Run 1, cells coloured by class:
(4 px per µm) Fill, decap, tap and diode cells in grey.
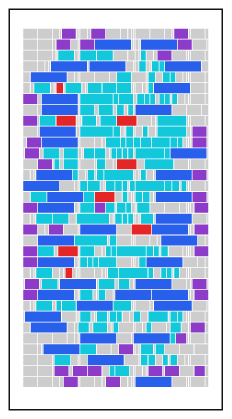
Run 1, cells by drive strength:
(4 px per µm)
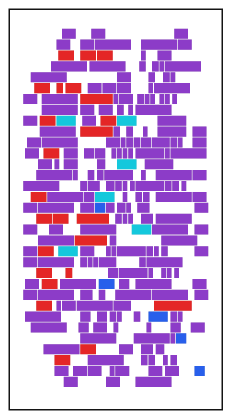
Run 1, congestion heat map:
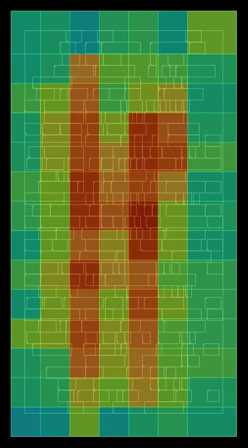
Run 1, met3 routing:
(6 px per µm)
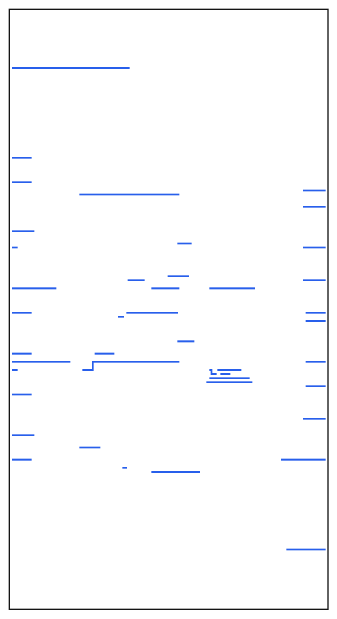
[config.mk]
export PLATFORM = sky130hd
export DESIGN_NAME = cdm_serial_mult_ctrl_flat
export DESIGN_NICKNAME = d
export VERILOG_FILES = /design/src/rtl/cdm_serial_mult_ctrl_pkg.sv /design/src/rtl/cdm_serial_mult_ctrl_if.sv /design/src/rtl/cdm_serial_mult_ctrl_row_step.sv /design/src/rtl/cdm_serial_mult_ctrl.sv /design/src/flat_wrapper.sv
export SDC_FILE = /design/constraint.sdc
export NUM_CORES = 1
export LEC_CHECK = 0
export CAP_MARGIN = 20
export CORE_ASPECT_RATIO = 2
export CORE_MARGIN = 3
export CORE_UTILIZATION = 50
export DETAILED_ROUTE_END_ITERATION = 12
export PLACE_DENSITY = 0.75
export SLEW_MARGIN = 40
export SYNTH_ARGS = -nofsm -noshare
export SYNTH_HDL_FRONTEND = slang
export SYNTH_SLANG_ARGS = --single-unit
export TNS_END_PERCENT = 30
[constraint.sdc]
create_clock -name clk -period 5.9 [get_ports clk]
set_input_delay 1.18 -clock clk [delete_from_list [all_inputs] [get_ports clk]]
set_output_delay 1.18 -clock clk [all_outputs]
set_load 0.02 [all_outputs]
[src/rtl/cdm_serial_mult_ctrl_pkg.sv]
// -----------------------------------------------------------------------------
// cdm_serial_mult_ctrl_pkg
// Shared types and constants for the row-serial carry-disregard multiplier.
//   state_t        : sequencer states (IDLE, ACCUM, DONE)
//   CDM_N          : default operand width
//   CDM_APPROX     : default number of low carry-disregard columns
//   cdm_exact_ref  : whole-product reference of the approximate multiply
// -----------------------------------------------------------------------------
package cdm_serial_mult_ctrl_pkg;

  localparam int CDM_N      = 8;
  localparam int CDM_W      = 2 * CDM_N;
  localparam int CDM_APPROX = 6;

  typedef enum logic [1:0] {
    ST_IDLE  = 2'd0,
    ST_ACCUM = 2'd1,
    ST_DONE  = 2'd2
  } state_t;

  // Folds every enabled row into the accumulator: low columns XOR only,
  // upper columns add with the carry out of the top bit dropped.
  function automatic logic [CDM_W-1:0] cdm_exact_ref(input logic [CDM_N-1:0] a,
                                                     input logic [CDM_N-1:0] b,
                                                     input int approx);
    logic [CDM_W-1:0] acc;
    logic [CDM_W-1:0] pp;
    logic [CDM_W-1:0] mask;
    logic [CDM_W-1:0] sum;
    acc  = '0;
    mask = (approx >= CDM_W) ? '1 : ((CDM_W'(1) << approx) - CDM_W'(1));
    for (int i = 0; i < CDM_N; i++) begin
      pp  = {{CDM_N{1'b0}}, (b[i] ? a : '0)} << i;
      sum = (acc & ~mask) + (pp & ~mask);
      acc = (sum & ~mask) | ((acc ^ pp) & mask);
    end
    return acc;
  endfunction

endpackage

[src/rtl/cdm_serial_mult_ctrl_if.sv]
// -----------------------------------------------------------------------------
// cdm_serial_mult_ctrl_if
// Operand/product handshake bundle for cdm_serial_mult_ctrl.
//   in_valid/in_ready/in_a/in_b : operand pair, valid/ready
//   out_valid/out_ready/out_p   : product, valid/ready
//   busy                        : multiplier occupied (ACCUM or DONE)
// master = requester side, slave = multiplier side.
// -----------------------------------------------------------------------------
interface cdm_serial_mult_ctrl_if
  import cdm_serial_mult_ctrl_pkg::*;
#(
  parameter int N = CDM_N
);

  logic           in_valid;
  logic           in_ready;
  logic [N-1:0]   in_a;
  logic [N-1:0]   in_b;
  logic           out_valid;
  logic           out_ready;
  logic [2*N-1:0] out_p;
  logic           busy;

  modport master (
    output in_valid, in_a, in_b, out_ready,
    input  in_ready, out_valid, out_p, busy
  );

  modport slave (
    input  in_valid, in_a, in_b, out_ready,
    output in_ready, out_valid, out_p, busy
  );

endinterface

[src/rtl/cdm_serial_mult_ctrl_row_step.sv]
// -----------------------------------------------------------------------------
// cdm_serial_mult_ctrl_row_step
// Combinational accumulate step: o_sum = step(i_acc, i_pp).
//   i_acc  : current accumulator (W bits)
//   i_pp   : shifted partial-product row (W bits)
//   o_sum  : next accumulator (W bits)
// Columns below APPROX are pi-cells (XOR, carry killed); columns from APPROX
// up form a ripple chain whose first cell has carry-in 0 (a half adder) and
// the rest are full adders. The carry out of the top column is discarded.
// -----------------------------------------------------------------------------
module cdm_serial_mult_ctrl_row_step #(
  parameter int W      = 16,
  parameter int APPROX = 6
) (
  input  logic [W-1:0] i_acc,
  input  logic [W-1:0] i_pp,
  output logic [W-1:0] o_sum
);

  logic w_cy;

  always_comb begin
    o_sum = '0;
    w_cy  = 1'b0;
    for (int k = 0; k < W; k++) begin
      if (k < APPROX) begin
        o_sum[k] = i_acc[k] ^ i_pp[k];
      end else begin
        o_sum[k] = i_acc[k] ^ i_pp[k] ^ w_cy;
        w_cy     = (i_acc[k] & i_pp[k]) | (w_cy & (i_acc[k] ^ i_pp[k]));
      end
    end
  end

endmodule

[src/rtl/cdm_serial_mult_ctrl.sv]
// -----------------------------------------------------------------------------
// cdm_serial_mult_ctrl
// Row-serial carry-disregard approximate multiplier. One partial-product row
// is retired per cycle through a single shared row_step adder.
//   clk    : clock, rising edge
//   rst_n  : asynchronous active-low reset, discards any operation in flight
//   bus    : cdm_serial_mult_ctrl_if.slave (operand in, product out, busy)
//
// state    | meaning
// ---------+--------------------------------------------------------------
// ST_IDLE  | in_ready=1, waiting for an operand pair
// ST_ACCUM | one row per cycle, rows 0..N-1, busy=1
// ST_DONE  | out_valid=1, out_p held until out_ready
// -----------------------------------------------------------------------------
module cdm_serial_mult_ctrl
  import cdm_serial_mult_ctrl_pkg::*;
#(
  parameter int N      = CDM_N,
  parameter int APPROX = CDM_APPROX
) (
  input  logic                 clk,
  input  logic                 rst_n,
  cdm_serial_mult_ctrl_if.slave bus
);

  localparam int W  = 2 * N;
  localparam int RW = (N > 1) ? $clog2(N) : 1;
  localparam logic [RW-1:0] ROW_LAST = RW'(N - 1);
  localparam logic [RW-1:0] ROW_ONE  = RW'(1);

  state_t         r_state;
  logic [N-1:0]   r_a;
  logic [N-1:0]   r_b;
  logic [RW-1:0]  r_row;
  logic [W-1:0]   r_acc;
  logic           r_in_ready;
  logic           r_out_valid;
  logic           r_busy;

  logic [W-1:0]   w_pp;
  logic [W-1:0]   w_step;

  // Disabled rows produce an all-zero pp, so every row still costs one cycle.
  assign w_pp = {{N{1'b0}}, (r_a & {N{r_b[r_row]}})} << r_row;

  cdm_serial_mult_ctrl_row_step #(
    .W      (W),
    .APPROX (APPROX)
  ) u_row_step (
    .i_acc (r_acc),
    .i_pp  (w_pp),
    .o_sum (w_step)
  );

  always_ff @(posedge clk or negedge rst_n) begin
    if (!rst_n) begin
      r_state     <= ST_IDLE;
      r_a         <= '0;
      r_b         <= '0;
      r_row       <= '0;
      r_acc       <= '0;
      r_in_ready  <= 1'b1;
      r_out_valid <= 1'b0;
      r_busy      <= 1'b0;
    end else begin
      case (r_state)
        ST_IDLE: begin
          if (bus.in_valid && r_in_ready) begin
            r_a        <= bus.in_a;
            r_b        <= bus.in_b;
            r_acc      <= '0;
            r_row      <= '0;
            r_state    <= ST_ACCUM;
            r_in_ready <= 1'b0;
            r_busy     <= 1'b1;
          end
        end
        ST_ACCUM: begin
          r_acc <= w_step;
          if (r_row == ROW_LAST) begin
            // Park the counter at 0 rather than letting it wrap.
            r_row       <= '0;
            r_state     <= ST_DONE;
            r_out_valid <= 1'b1;
          end else begin
            r_row <= r_row + ROW_ONE;
          end
        end
        ST_DONE: begin
          // in_ready rises on the edge that leaves DONE, so a new pair can
          // only be taken on the following edge.
          if (bus.out_ready) begin
            r_state     <= ST_IDLE;
            r_out_valid <= 1'b0;
            r_busy      <= 1'b0;
            r_in_ready  <= 1'b1;
          end
        end
        default: begin
          r_state     <= ST_IDLE;
          r_out_valid <= 1'b0;
          r_busy      <= 1'b0;
          r_in_ready  <= 1'b1;
        end
      endcase
    end
  end

  assign bus.in_ready  = r_in_ready;
  assign bus.out_valid = r_out_valid;
  assign bus.out_p     = r_acc;
  assign bus.busy      = r_busy;

endmodule

[src/flat_wrapper.sv]
// flat-port wrapper written by rule: the top's interface ports become plain ports
module cdm_serial_mult_ctrl_flat import cdm_serial_mult_ctrl_pkg::*;
#(
  parameter int N      = CDM_N,
  parameter int APPROX = CDM_APPROX
)
  (clk, rst_n, bus_in_valid, bus_in_a, bus_in_b, bus_out_ready, bus_in_ready, bus_out_valid, bus_out_p, bus_busy);
  cdm_serial_mult_ctrl_if #(.N(N)) bus_i ();
  input  logic clk;
  input  logic rst_n;
  input wire logic [$bits(bus_i.in_valid)-1:0] bus_in_valid;
  input wire logic [$bits(bus_i.in_a)-1:0] bus_in_a;
  input wire logic [$bits(bus_i.in_b)-1:0] bus_in_b;
  input wire logic [$bits(bus_i.out_ready)-1:0] bus_out_ready;
  output wire logic [$bits(bus_i.in_ready)-1:0] bus_in_ready;
  output wire logic [$bits(bus_i.out_valid)-1:0] bus_out_valid;
  output wire logic [$bits(bus_i.out_p)-1:0] bus_out_p;
  output wire logic [$bits(bus_i.busy)-1:0] bus_busy;
  assign bus_i.in_valid = bus_in_valid;
  assign bus_i.in_a = bus_in_a;
  assign bus_i.in_b = bus_in_b;
  assign bus_i.out_ready = bus_out_ready;
  assign bus_in_ready = bus_i.in_ready;
  assign bus_out_valid = bus_i.out_valid;
  assign bus_out_p = bus_i.out_p;
  assign bus_busy = bus_i.busy;
  cdm_serial_mult_ctrl #(.N(N), .APPROX(APPROX)) u_core (.clk(clk), .rst_n(rst_n), .bus(bus_i));
endmodule
==> impl_metrics.json, run 1 <==
{
  "status": "finished, final reports clean",
  "skew_ps": 12.0,
  "async_flop_share": 1.00,
  "fin_nets": 266,
  "cp_num_cells": 17,
  "maxCapViolCount": 0,
  "critPathCaptureType": "register",
  "clockRootBuffer": "clkbuf_8",
  "drtPass1Iterations": 4,
  "pin_count": 39,
  "relSlewSlack": 0.460,
  "post_cts_buffers": 0,
  "dpl_cell_area_um2": 2610,
  "nFillCells": 352,
  "cpMaxStageDelayCell": "dfrtp_1",
  "finalSetupTns_ps": 0,
  "hold_viol_final": 0,
  "largest_reg_flops": 16,
  "p_clk_frac": 0.137,
  "dp_hpwl_um": 3220,
  "yosys-top-cells-count": "39 x dfrtp_1, 34 x nand2_1, 17 x mux2_2, 17 x nand3_1, 15 x mux2i_1",
  "n_clock_buffer": 6,
  "dr.first_iter.drc_count": 37,
  "internal_power_mw": 0.812,
  "largest_area_cell": "dfrtp_1",
  "switching_share": 0.408,
  "seq_area_frac": 0.371,
  "wl_per_cell_um": 14.8,
  "ff_type": "dfrtp_1",
  "warning_count": 26,
  "largestClassByArea": "combinational gates",
  "power_leader": "combinational cells",
  "p_switching_mw": 0.560,
  "reg2reg_from": "u_core.r_row[1]",
  "slew_viol_final": 0,
  "initCoreUtil": 0.527,
  "gr-usage-met2": 0.331,
  "period_needed_ps": 5140,
  "postSynthAreaPerCell_um2": 11.0,
  "syn-instance-count": 199,
  "pre_cts_ws_ps": 822,
  "clkCellAreaFrac": 0.0343,
  "clock_net_power_mw": 0.188,
  "taps": 52,
  "critPathMaxStageDelay_ps": 790,
  "worstPathMaxFanout": 20,
  "reg2reg_slack_ps": 760,
  "die_area_um2": 5280,
  "routed.top_layer": "met4",
  "min_path_cells": 2,
  "grt_overflow": 0,
  "sh_comb_area": 0.414,
  "power_frac_comb": 0.469,
  "logic_family": "multiplexers",
  "inv_count": 8,
  "pg_seq_mw": 0.540,
  "ff2ff_path_depth": 17,
  "comb_power_mw": 0.644,
  "finalSetupViolations": 0,
  "yosys.area.top_type_share": 0.444,
  "ys_sh_mux": 0.196,
  "aoi_share": 0.0740,
  "route.antenna.remaining_nets": 0,
  "synth.cellmix.simpleShare": 0.148,
  "clock_latency_ps": 290,
  "area_growth_pct": 22.8,
  "crit_end": "u_core.bus.out_p[14]",
  "fin_total_pwr_mw": 1.37,
  "cp_top_family": "adder cells",
  "antenna_found_initial": 0,
  "core_area_um2": 4170,
  "yosys_area_um2": 2200,
  "max_freq_ghz": 0.195,
  "final-comb-area_um2": 1120,
  "crit_chain": "mux4_2 > and2_1 > a21oi_1 > a211oi_1 > ha_1 > fa_1 > fa_1 > fa_1 > fa_1 > inv_1 > fa_1 > fa_1 > inv_1 > fa_1 > inv_1 > fa_1 > o21ai_0",
  "hp-start": "u_core.bus.in_ready",
  "row_count": 33,
  "min_path_type": "register to register",
  "grt_pass1_vias": 1665,
  "ys.flops": 40,
  "flop-count": 40,
  "rsz0062_at_grt": "false",
  "cts.sink_count": 40,
  "met1_length_um": 1580,
  "yosysUniqueCellTypes": 36,
  "numCtsBuffers": 5,
  "hold_ws_ps": 474
}
About 'cells coloured by class':
[purple] other buffers and delay cells | cells: 40 | share of their area: 15%
[red] clock drivers and dummy loads | cells: 8 | share of their area: 3.5%
[cyan] all other logic | cells: 148 | share of their area: 44%
[blue] flip-flops | cells: 40 | share of their area: 38%

About 'cells by drive strength':
[purple] drive 1 or less | cells: 201
[red] drive 2 | cells: 24
[cyan] drive 6 and up | cells: 6
[blue] drive 3 to 4 | cells: 5

About 'congestion heat map':
Tot GR Track Use: 0.198
end-of-flow core utilization: 0.647
met1 Use GR: 0.238
grt peak-use layer: met2
GR Util met3: 0.0401

About 'met3 routing':
wire length on this layer: 204 µm
longest straight run: 19.3 µm
nets with wire on the layer: 34
WL final: 4280 µm
DR vias: 1631

==> run 1 -> run 2 <==
--- a/config.mk
+++ b/config.mk
@@ -7,7 +7,7 @@
 export LEC_CHECK = 0
 export CAP_MARGIN = 20
 export CORE_ASPECT_RATIO = 2
-export CORE_MARGIN = 3
+export CORE_MARGIN = 1
 export CORE_UTILIZATION = 50
 export DETAILED_ROUTE_END_ITERATION = 12
 export PLACE_DENSITY = 0.75
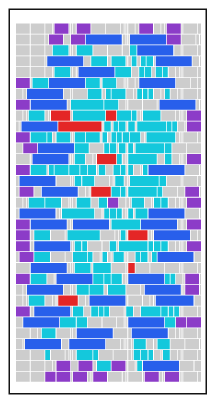
Run 2: cells coloured by class
(4 px per µm) Fill, decap, tap and diode cells in grey.
[cyan] all other logic | cells: 148 | share of their area: 43%
[purple] other buffers and delay cells | cells: 40 | share of their area: 15%
[blue] flip-flops | cells: 40 | share of their area: 38%
[red] clock drivers and dummy loads | cells: 8 | share of their area: 4.2%
fraction of area in registers: 0.368
design area: 2720 µm²
core area: 4170 µm²

==> impl_metrics.json, run 2 <==
{
  "largestClassByArea": "combinational gates",
  "die_area_um2": 4680,
  "row_count": 33,
  "finalCoreUtilization": 0.653,
  "power_leader": "combinational cells",
  "dp_hpwl_um": 3010,
  "status": "finished, final reports clean",
  "dpl_cell_area_um2": 2610,
  "crit_chain": "mux4_2 > and2_1 > a21oi_1 > a211oi_1 > ha_1 > fa_1 > fa_1 > fa_1 > fa_1 > inv_1 > fa_1 > fa_1 > inv_1 > fa_1 > inv_1 > fa_1 > o21ai_0",
  "vias": 1624,
  "logic_family": "multiplexers",
  "ys.flops": 40,
  "worstPathMaxFanout": 20,
  "synth.cellmix.simpleShare": 0.148,
  "flop-count": 40,
  "post_cts_buffers": 0,
  "crit_end": "u_core.bus.out_p[14]",
  "ff2ff_path_depth": 17,
  "reg2reg_slack_ps": 800,
  "min_path_cells": 2,
  "critPathMaxStageDelay_ps": 800,
  "yosys_area_um2": 2200,
  "cts.sink_count": 40,
  "yosys.area.top_type_share": 0.444,
  "finalSetupTns_ps": 0,
  "postSynthAreaPerCell_um2": 11.0,
  "fin_nets": 266,
  "met1_length_um": 1550,
  "antenna_found_initial": 0,
  "route.antenna.remaining_nets": 0,
  "comb_power_mw": 0.639,
  "busiest_layer": "met2",
  "final-comb-area_um2": 1120,
  "ys_sh_mux": 0.196,
  "pre_cts_ws_ps": 847,
  "nFillCells": 337
}
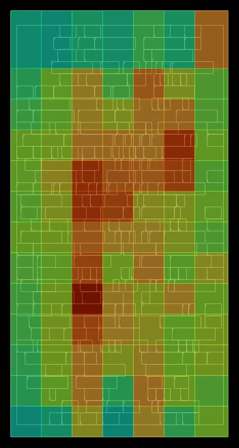
Run 2: congestion heat map
grt met2 use: 0.383
WL/cell: 14.0 µm
GR Util met3: 0.0348
met1 Use GR: 0.213

==> run 2 -> run 3 <==
--- a/config.mk
+++ b/config.mk
@@ -7,10 +7,9 @@
 export LEC_CHECK = 0
 export CAP_MARGIN = 20
 export CORE_ASPECT_RATIO = 2
-export CORE_MARGIN = 1
-export CORE_UTILIZATION = 50
+export CORE_UTILIZATION = 47
 export DETAILED_ROUTE_END_ITERATION = 12
-export PLACE_DENSITY = 0.75
+export PLACE_DENSITY = 0.74
 export SLEW_MARGIN = 40
 export SYNTH_ARGS = -nofsm -noshare
 export SYNTH_HDL_FRONTEND = slang
==> constraint.sdc (replaced) <==
create_clock -name clk -period 4.1 [get_ports clk]
set_input_delay 0.82 -clock clk [delete_from_list [all_inputs] [get_ports clk]]
set_output_delay 0.82 -clock clk [all_outputs]
set_load 0.02 [all_outputs]
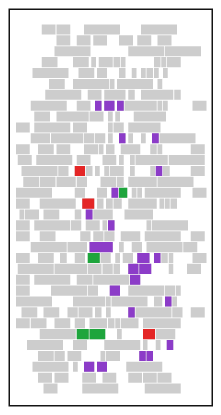
Run 3: gate-type map
(4 px per µm)
[green] AND and OR gates | cells: 4
[red] AND-OR and OR-AND gates | cells: 3
[purple] inverting AOI/OAI gates | cells: 23
logic share of the area: 0.399
final non-filler cell total: 308
Commonest Layout Cell: dfrtp_1

==> impl_metrics.json, run 3 <==
{
  "antenna_found_initial": 0,
  "wl_per_cell_um": 14.0,
  "warning_count": 29,
  "p_switching_mw": 0.838,
  "power_leader": "combinational cells",
  "routed.top_layer": "met4",
  "clkCellAreaFrac": 0.0323,
  "nFillCells": 389,
  "clock_net_power_mw": 0.264,
  "comb_power_mw": 1.16,
  "gr-usage-met3": 0.0386,
  "worstPathMaxFanout": 2,
  "initCoreUtil": 0.497,
  "rsz0062_at_grt": "true",
  "clockRootBuffer": "clkbuf_8",
  "core_area_um2": 4420,
  "finalSetupViolations": 2,
  "cp_top_family": "adder cells",
  "ys_sh_mux": 0.196,
  "crit_end": "u_core.bus.out_p[14]",
  "dp_hpwl_um": 3340,
  "slew_viol_final": 0,
  "yosys.area.top_type_share": 0.444,
  "cp_num_cells": 17,
  "critPathCaptureType": "register",
  "flop-count": 40,
  "row_count": 34,
  "n_clock_buffer": 6,
  "hp-start": "u_core.bus.in_ready",
  "die_area_um2": 4970,
  "final-comb-area_um2": 1150,
  "pin_count": 39,
  "numCtsBuffers": 5,
  "drtPass1Iterations": 4,
  "yosysUniqueCellTypes": 36,
  "async_flop_share": 1.00,
  "route.antenna.remaining_nets": 0,
  "finalCoreUtilization": 0.649,
  "critPathMaxStageDelay_ps": 530,
  "switching_share": 0.391,
  "yosys_area_um2": 2200,
  "hold_ws_ps": 479,
  "power_frac_comb": 0.542,
  "ff_type": "dfrtp_1",
  "taps": 54,
  "violations": "setup timing",
  "finalSetupTns_ps": -323,
  "ys.flops": 40,
  "period_needed_ps": 4330,
  "logic_family": "multiplexers",
  "reg2reg_slack_ps": -230,
  "maxCapViolCount": 0,
  "relSlewSlack": 0.470,
  "internal_power_mw": 1.31,
  "largest_reg_flops": 16,
  "p_clk_frac": 0.123,
  "largestClassByArea": "combinational gates",
  "max_freq_ghz": 0.231,
  "grt_overflow": 0,
  "fin_ws_ps": -231,
  "post_cts_buffers": 0,
  "synth.cellmix.simpleShare": 0.148,
  "met1_length_um": 1650,
  "dr.first_iter.drc_count": 19,
  "status": "finished, violations left",
  "postSynthAreaPerCell_um2": 11.0
}
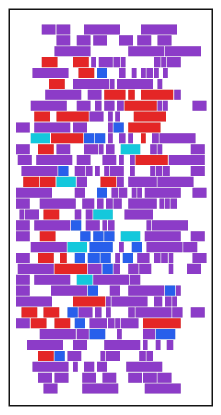
Run 3: cells by drive strength
(4 px per µm)
[red] drive 2 | cells: 31
[purple] drive 1 or less | cells: 192
[blue] drive 3 to 4 | cells: 24
[cyan] drive 6 and up | cells: 7
design area: 2870 µm²
Buffers excl. clock: 58
Layout area overhead: 30.6%
setup ws final: -231 ps

